**Met2 routing**

Scale: 3 px per um.
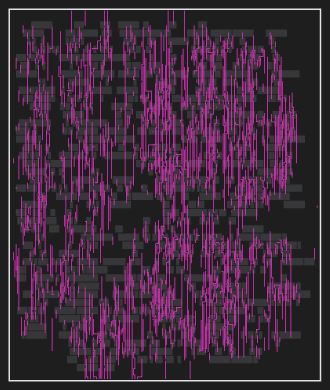
**Clock nets**

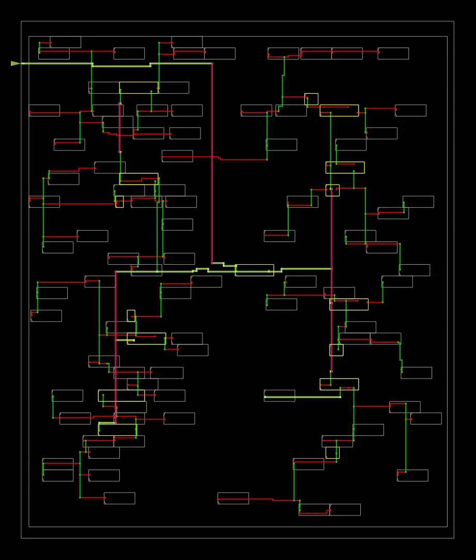
**Clock wires, drivers and flops**

Scale: 4 px per um.
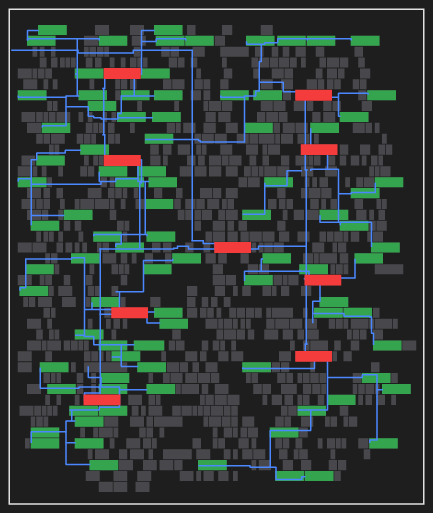
## src/rtl/eth_tx_mii.sv

```systemverilog
// Ethernet MII transmit engine: serialises one frame per start command from the
// 32-bit transmit FIFO onto the 4-bit MII bus with preamble, SFD, minimum-size
// padding, CRC-32 FCS and the 96-bit-time inter-frame gap.
module eth_tx_mii (
  input  logic        clk,
  input  logic        rst,
  input  logic        i_start,
  input  logic [8:0]  i_word_count,
  input  logic        i_fifo_empty,
  input  logic [31:0] i_fifo_data,
  output logic        o_fifo_rd,
  output logic [3:0]  o_txd,
  output logic        o_tx_en,
  output logic        o_busy,
  output logic        o_done,
  output logic        o_underrun
);

  typedef enum logic [2:0] {
    IDLE,
    PREAMBLE,
    SFD,
    DATA,
    PAD,
    FCS,
    IFG
  } state_t;

  state_t      state_q, state_d;
  logic [11:0] cnt_q, cnt_d;
  logic [8:0]  words_q, words_d;
  logic [31:0] shift_q, shift_d;
  logic [31:0] crc_q, crc_d;
  logic        pop_q, pop_d;
  logic        done_q, done_d;
  logic        last_word;
  logic        pop_due;
  logic        underrun;

  // One nibble of the reflected CRC-32, consuming bit 0 first.
  function automatic logic [31:0] crc_nibble(input logic [31:0] crc_in, input logic [3:0] nib);
    logic [31:0] c;
    c = crc_in ^ {28'h0, nib};
    for (int i = 0; i < 4; i++) begin
      c = c[0] ? ((c >> 1) ^ 32'hEDB88320) : (c >> 1);
    end
    return c;
  endfunction

  // Decide whether a word prefetch is due this cycle and whether the FIFO can supply it.
  always_comb begin
    last_word = (cnt_q[11:3] == (words_q - 9'd1));
    pop_due   = 1'b0;
    if (!rst) begin
      if (state_q == PREAMBLE && cnt_q == 12'd14) begin
        pop_due = 1'b1;
      end
      if (state_q == DATA && cnt_q[2:0] == 3'd6 && !last_word) begin
        pop_due = 1'b1;
      end
    end
    underrun = pop_due & i_fifo_empty;
  end

  assign o_fifo_rd  = pop_due & ~i_fifo_empty;
  assign o_underrun = underrun;
  assign o_busy     = (state_q != IDLE);
  assign o_done     = done_q;

  // Drive the MII bus purely from registered state so TXD only moves on clock edges.
  always_comb begin
    o_txd   = 4'h0;
    o_tx_en = 1'b0;
    case (state_q)
      PREAMBLE: begin
        o_tx_en = 1'b1;
        o_txd   = 4'h5;
      end
      SFD: begin
        o_tx_en = 1'b1;
        o_txd   = 4'hD;
      end
      DATA: begin
        o_tx_en = 1'b1;
        o_txd   = shift_q[3:0];
      end
      PAD: begin
        o_tx_en = 1'b1;
        o_txd   = 4'h0;
      end
      FCS: begin
        o_tx_en = 1'b1;
        o_txd   = ~crc_q[3:0];
      end
      default: begin
        o_txd   = 4'h0;
        o_tx_en = 1'b0;
      end
    endcase
  end

  // Next-state logic: frame sequencing, nibble counting, word shifting and CRC update.
  always_comb begin
    state_d = state_q;
    cnt_d   = cnt_q;
    words_d = words_q;
    shift_d = shift_q;
    crc_d   = crc_q;
    pop_d   = o_fifo_rd;
    done_d  = 1'b0;

    case (state_q)
      IDLE: begin
        if (i_start && i_word_count != 9'd0) begin
          state_d = PREAMBLE;
          cnt_d   = 12'd0;
          words_d = i_word_count;
          crc_d   = 32'hFFFFFFFF;
        end
      end
      PREAMBLE: begin
        cnt_d = cnt_q + 12'd1;
        if (cnt_q == 12'd14) begin
          state_d = SFD;
          cnt_d   = 12'd0;
        end
      end
      SFD: begin
        state_d = DATA;
        cnt_d   = 12'd0;
      end
      DATA: begin
        crc_d   = crc_nibble(crc_q, shift_q[3:0]);
        cnt_d   = cnt_q + 12'd1;
        shift_d = {4'h0, shift_q[31:4]};
        if (cnt_q[2:0] == 3'd7 && last_word) begin
          if (words_q < 9'd15) begin
            state_d = PAD;
          end else begin
            state_d = FCS;
            cnt_d   = 12'd0;
          end
        end
      end
      PAD: begin
        crc_d = crc_nibble(crc_q, 4'h0);
        cnt_d = cnt_q + 12'd1;
        if (cnt_q == 12'd119) begin
          state_d = FCS;
          cnt_d   = 12'd0;
        end
      end
      FCS: begin
        crc_d = {4'hF, crc_q[31:4]};
        cnt_d = cnt_q + 12'd1;
        if (cnt_q == 12'd7) begin
          state_d = IFG;
          cnt_d   = 12'd0;
          done_d  = 1'b1;
        end
      end
      IFG: begin
        cnt_d = cnt_q + 12'd1;
        if (cnt_q == 12'd23) begin
          state_d = IDLE;
          cnt_d   = 12'd0;
        end
      end
      default: begin
        state_d = IDLE;
        cnt_d   = 12'd0;
      end
    endcase

    // A word popped last cycle lands in the shift register just as the previous one empties.
    if (pop_q) begin
      shift_d = i_fifo_data;
    end

    // A missing word aborts the frame without FCS and goes straight to the gap.
    if (underrun) begin
      state_d = IFG;
      cnt_d   = 12'd0;
      done_d  = 1'b0;
    end
  end

  // State register with synchronous reset.
  always_ff @(posedge clk) begin
    if (rst) begin
      state_q <= IDLE;
      cnt_q   <= 12'd0;
      words_q <= 9'd0;
      shift_q <= 32'd0;
      crc_q   <= 32'hFFFFFFFF;
      pop_q   <= 1'b0;
      done_q  <= 1'b0;
    end else begin
      state_q <= state_d;
      cnt_q   <= cnt_d;
      words_q <= words_d;
      shift_q <= shift_d;
      crc_q   <= crc_d;
      pop_q   <= pop_d;
      done_q  <= done_d;
    end
  end

endmodule

```

## config.mk

```make
export PLATFORM = sky130hd
export DESIGN_NAME = eth_tx_mii
export DESIGN_NICKNAME = d
export VERILOG_FILES = /design/src/rtl/eth_tx_mii.sv
export SDC_FILE = /design/constraint.sdc
export NUM_CORES = 1
export LEC_CHECK = 0
export ABC_CLOCK_PERIOD_IN_PS = 3800
export CORE_ASPECT_RATIO = 1.2
export CORE_MARGIN = 1.5
export CORE_UTILIZATION = 44
export CTS_CLUSTER_SIZE = 28
export DETAILED_ROUTE_END_ITERATION = 10
export SKIP_LAST_GASP = 1
export SLEW_MARGIN = 20
export SYNTH_ARGS = -nofsm -noshare
export SYNTH_HDL_FRONTEND = slang
export SYNTH_SLANG_ARGS = --single-unit
```

## constraint.sdc

```tcl
create_clock -name clk -period 3.8 [get_ports clk]
set_input_delay 0.76 -clock clk [delete_from_list [all_inputs] [get_ports clk]]
set_output_delay 0.76 -clock clk [all_outputs]
set_load 0.1 [all_outputs]
```

==> deck_impl_summary.md <==
Physical Implementation Snapshot

Power
  • Flop pwr share: 37.6%
  • Comb pwr: 0.823 mW
  • Clock Power Share: roughly a third
  • Switching pwr: 0.994 mW
  • Int Power: 1.79 mW
  • Sequential Power: 1.05 mW
  • Pwr top: sequential cells
  • Maximum vdd drop: 222 uV
  • Overall power: 2.78 mW
  • Combinational share of power: 29.6%
  • PD cells: 446 mW/mm^2
  • Switching Fraction: 35.7%

Logic synthesis
  • Async SR Flop Fraction: 0%
  • Synth Warn #: 0
  • Seq cells post-synth: 90
  • # Cells Yosys: between 700 and 800
  • Area leader share: 34.0%
  • Main flop type: dfxtp_1
  • Gate Count Post-Synth: 737
  • Xor/xnor share: 7.92%
  • Synth Seq Share: 34.0%
  • Multiplexer share: between 1.5 and 2%
  • Syn nets: 786
  • Post-synthesis compound-gate area fraction: 24.9%
  • Fa+ha+maj area frac: 0.943%
  • Cell Area, Synth: 0.00531 sq mm
  • Simple share: 25.3%
  • Cell type with the largest total area: dfxtp_1
  • Synth Area per Inst: 7.20 sq um
  • Top logic family: simple AND/OR/NAND/NOR gates
  • Biggest area cells: dfxtp_1 34%, a21oi_1 9.5%, nand2_1 7.0%, nor2_1 6.2%, xnor2_1 4.5%
  • EDFF count, synth: 0
  • Yosys stat area: 0.00531 sq mm
  • Synth unique cells: approximately 50

Final timing
  • Post-route setup slack: approximately 0.15 ns
  • Final hold vios: 0
  • Slew @ Worst Pin: 1.05 ns
  • Tmin final: 3.65 ns
  • Post-layout period usage: 96.0%
  • Final setup fails: 0
  • Setup TNS: 0 ns
  • RSZ-0062 raised after global routing: false
  • Slew Viols, Final: 0
  • Slew HR: 30.1%
  • FMAX: 274 MHz
  • Hold Slack: between 0.4 and 0.5 ns

Clock tree
  • H-tree depth: 3
  • Clock transition at path regs: 0.07 ns
  • Late-Pin Clk Latency: 0.35 ns
  • CTS tree: built
  • Cts bufs inserted: 9
  • Post-CTS sizing: 0
  • Longest Clk Path Bufs: 2
  • Clock Tree Root: clkbuf_16
  • Post-CTS setup repair buffer count: 0
  • Hold_buf cts: 0

Hold path
  • Hold WC Path Type: flop to flop
  • Hold depth: 2
  • Hold Crit Endpoint: crc_q[1]$_SDFFE_PP1P_
  • HP Start: crc_q[5]$_SDFFE_PP1P_

Place
  • Worst slack at placement: 0.442 ns
  • DP Area: 0.00593 sq mm
  • Final RePlAce weighted congestion: 0.831
  • HPWL after detailed placement: 9.51 mm
  • Count of input and output buffers: 53
  • Number of cells after detailed placement: 900

Route
  • Post-route DRC: 0
  • Pre-Repair DR Iteration Count: 7
  • Wirelength, routed: roughly 14 mm
  • Via density: 5.65
  • Drt first-iter violations: slightly below 300
  • Via count: 5,179
  • Antenna Nets Post-Route: 0
  • Average routed wire per standard cell: 15.4 um

Floorplanning
  • Site row count: 43
  • Core Area: about 0.012 sq mm
  • Die Y: 123 um
  • FP Core Util: 45.5%
  • Die area: 0.0127 sq mm
  • Io pins: 54
  • DIE WIDTH: 103 um
  • Tap cells: 157

Cells and area
  • Fin cells: between 900 and 1k
  • Buffer share of cell area: about a tenth
  • Commonest Layout Cell: nand2_1
  • Area growth from synthesis to layout: 17.5%
  • Ant diodes: 0
  • Comb. cell area: between 0.003 and 0.004 sq mm
  • Filler instances: roughly 1.2k
  • Register Area: 0.00180 sq mm
  • Clock-cell share of area: 4.81%
  • Layout cells sized above 1: roughly 7.5%
  • Leading cell kind: combinational gates
  • Fin util: 53.4%
  • Nonclk inv count: 9
  • Final instance area: slightly above 0.006 sq mm
  • Seq/total area: 28.9%
  • Top flop regs: crc_q (32), shift_q (32), cnt_q (12)
  • Nets: 803
  • Non-clock buffers: 67
  • Multi-In Gates: just under 600
  • Fraction of area in multi-input gates: 52.0%

Critical path
  • CP Max Fanout: 11
  • FF-to-FF End: o_done$_SDFF_PP0_
  • Element type at the critical path end: output pin
  • Crit path launch: cnt_q[5]$_SDFFE_PP0P_
  • Critical path data arrival time: 2.89 ns
  • Critical path startpoint category: flop
  • Crit path DRT: about 3.0 ns
  • R2R setup slack: 0.83 ns
  • Worst r2r src: words_q[0]$_SDFFE_PP0P_
  • R2R depth: 10
  • Critical path class: flop to output pin
  • Worst Setup EP: o_fifo_rd

Run status
  • Status: complete, no violations

GRT
  • First-pass GRT wire length: 23.3 mm
  • Overall Global Routing Usage: a little under a quarter
  • Largest net degree at the start of global routing: 65
  • Antenna violations before repair: 0
  • Vias in the first global route: 4,780
  • GRT overflow: 0

Job
  • Tool warnings: 28
  • Max-cap violations: 0
Back to the opening pictures, 'met2 routing':
- wire length on this layer: 6,640 um
- nets with wire on the layer: 642
- longest straight run: 45.2 um
- main direction: vertical
- share of all routed wire: 47%

Back to the opening pictures, 'clock nets':
# clk buffers: 9
clk sink count: 90
Clk. pwr: 0.912 mW
Flop Count: 90
skew final: 0.00988 ns

Back to the opening pictures, 'clock wires, drivers and flops':
- blue: clock wires (length 1,220 um)
- red: cells driving clock nets (count 9)
- green: flip-flops (count 90)
- flops lie: widely spread
- routed clock nets: 10

-- metal layers --
layer / up-vias / GRT usage [%] / share of wire, %
li1: 2614 / - / -
met1: 2425 / 31.9 / 47
met2: 122 / 36.8 / 47
met3: 18 / 3.67 / 4.3
met4: 0 / 8.70 / 1.6
met5: - / 0 / 0
-- synthesized netlist by cell type, drive strengths merged, types with 16 or more instances --
library cell  number
nand2             99
nor3              18
dfxtp             90
o21ai             30
o22ai             32
nand3             24
xor2              21
nor2              88
a21oi            101
nand2b            27
clkbuf            45
buf               16
xnor2             27
-- worst max-delay path, stage by stage (launching register included) --
cell and delay (ns):
dfxtp_1 0.42, or4_1 0.55, or4_4 0.44, or4b_1 0.51, nor2_1 0.13, a21oi_2 0.08
nor3_2 0.19, buf_12 0.21
Power figures rest on the tool's default switching activity, not on a simulated workload.
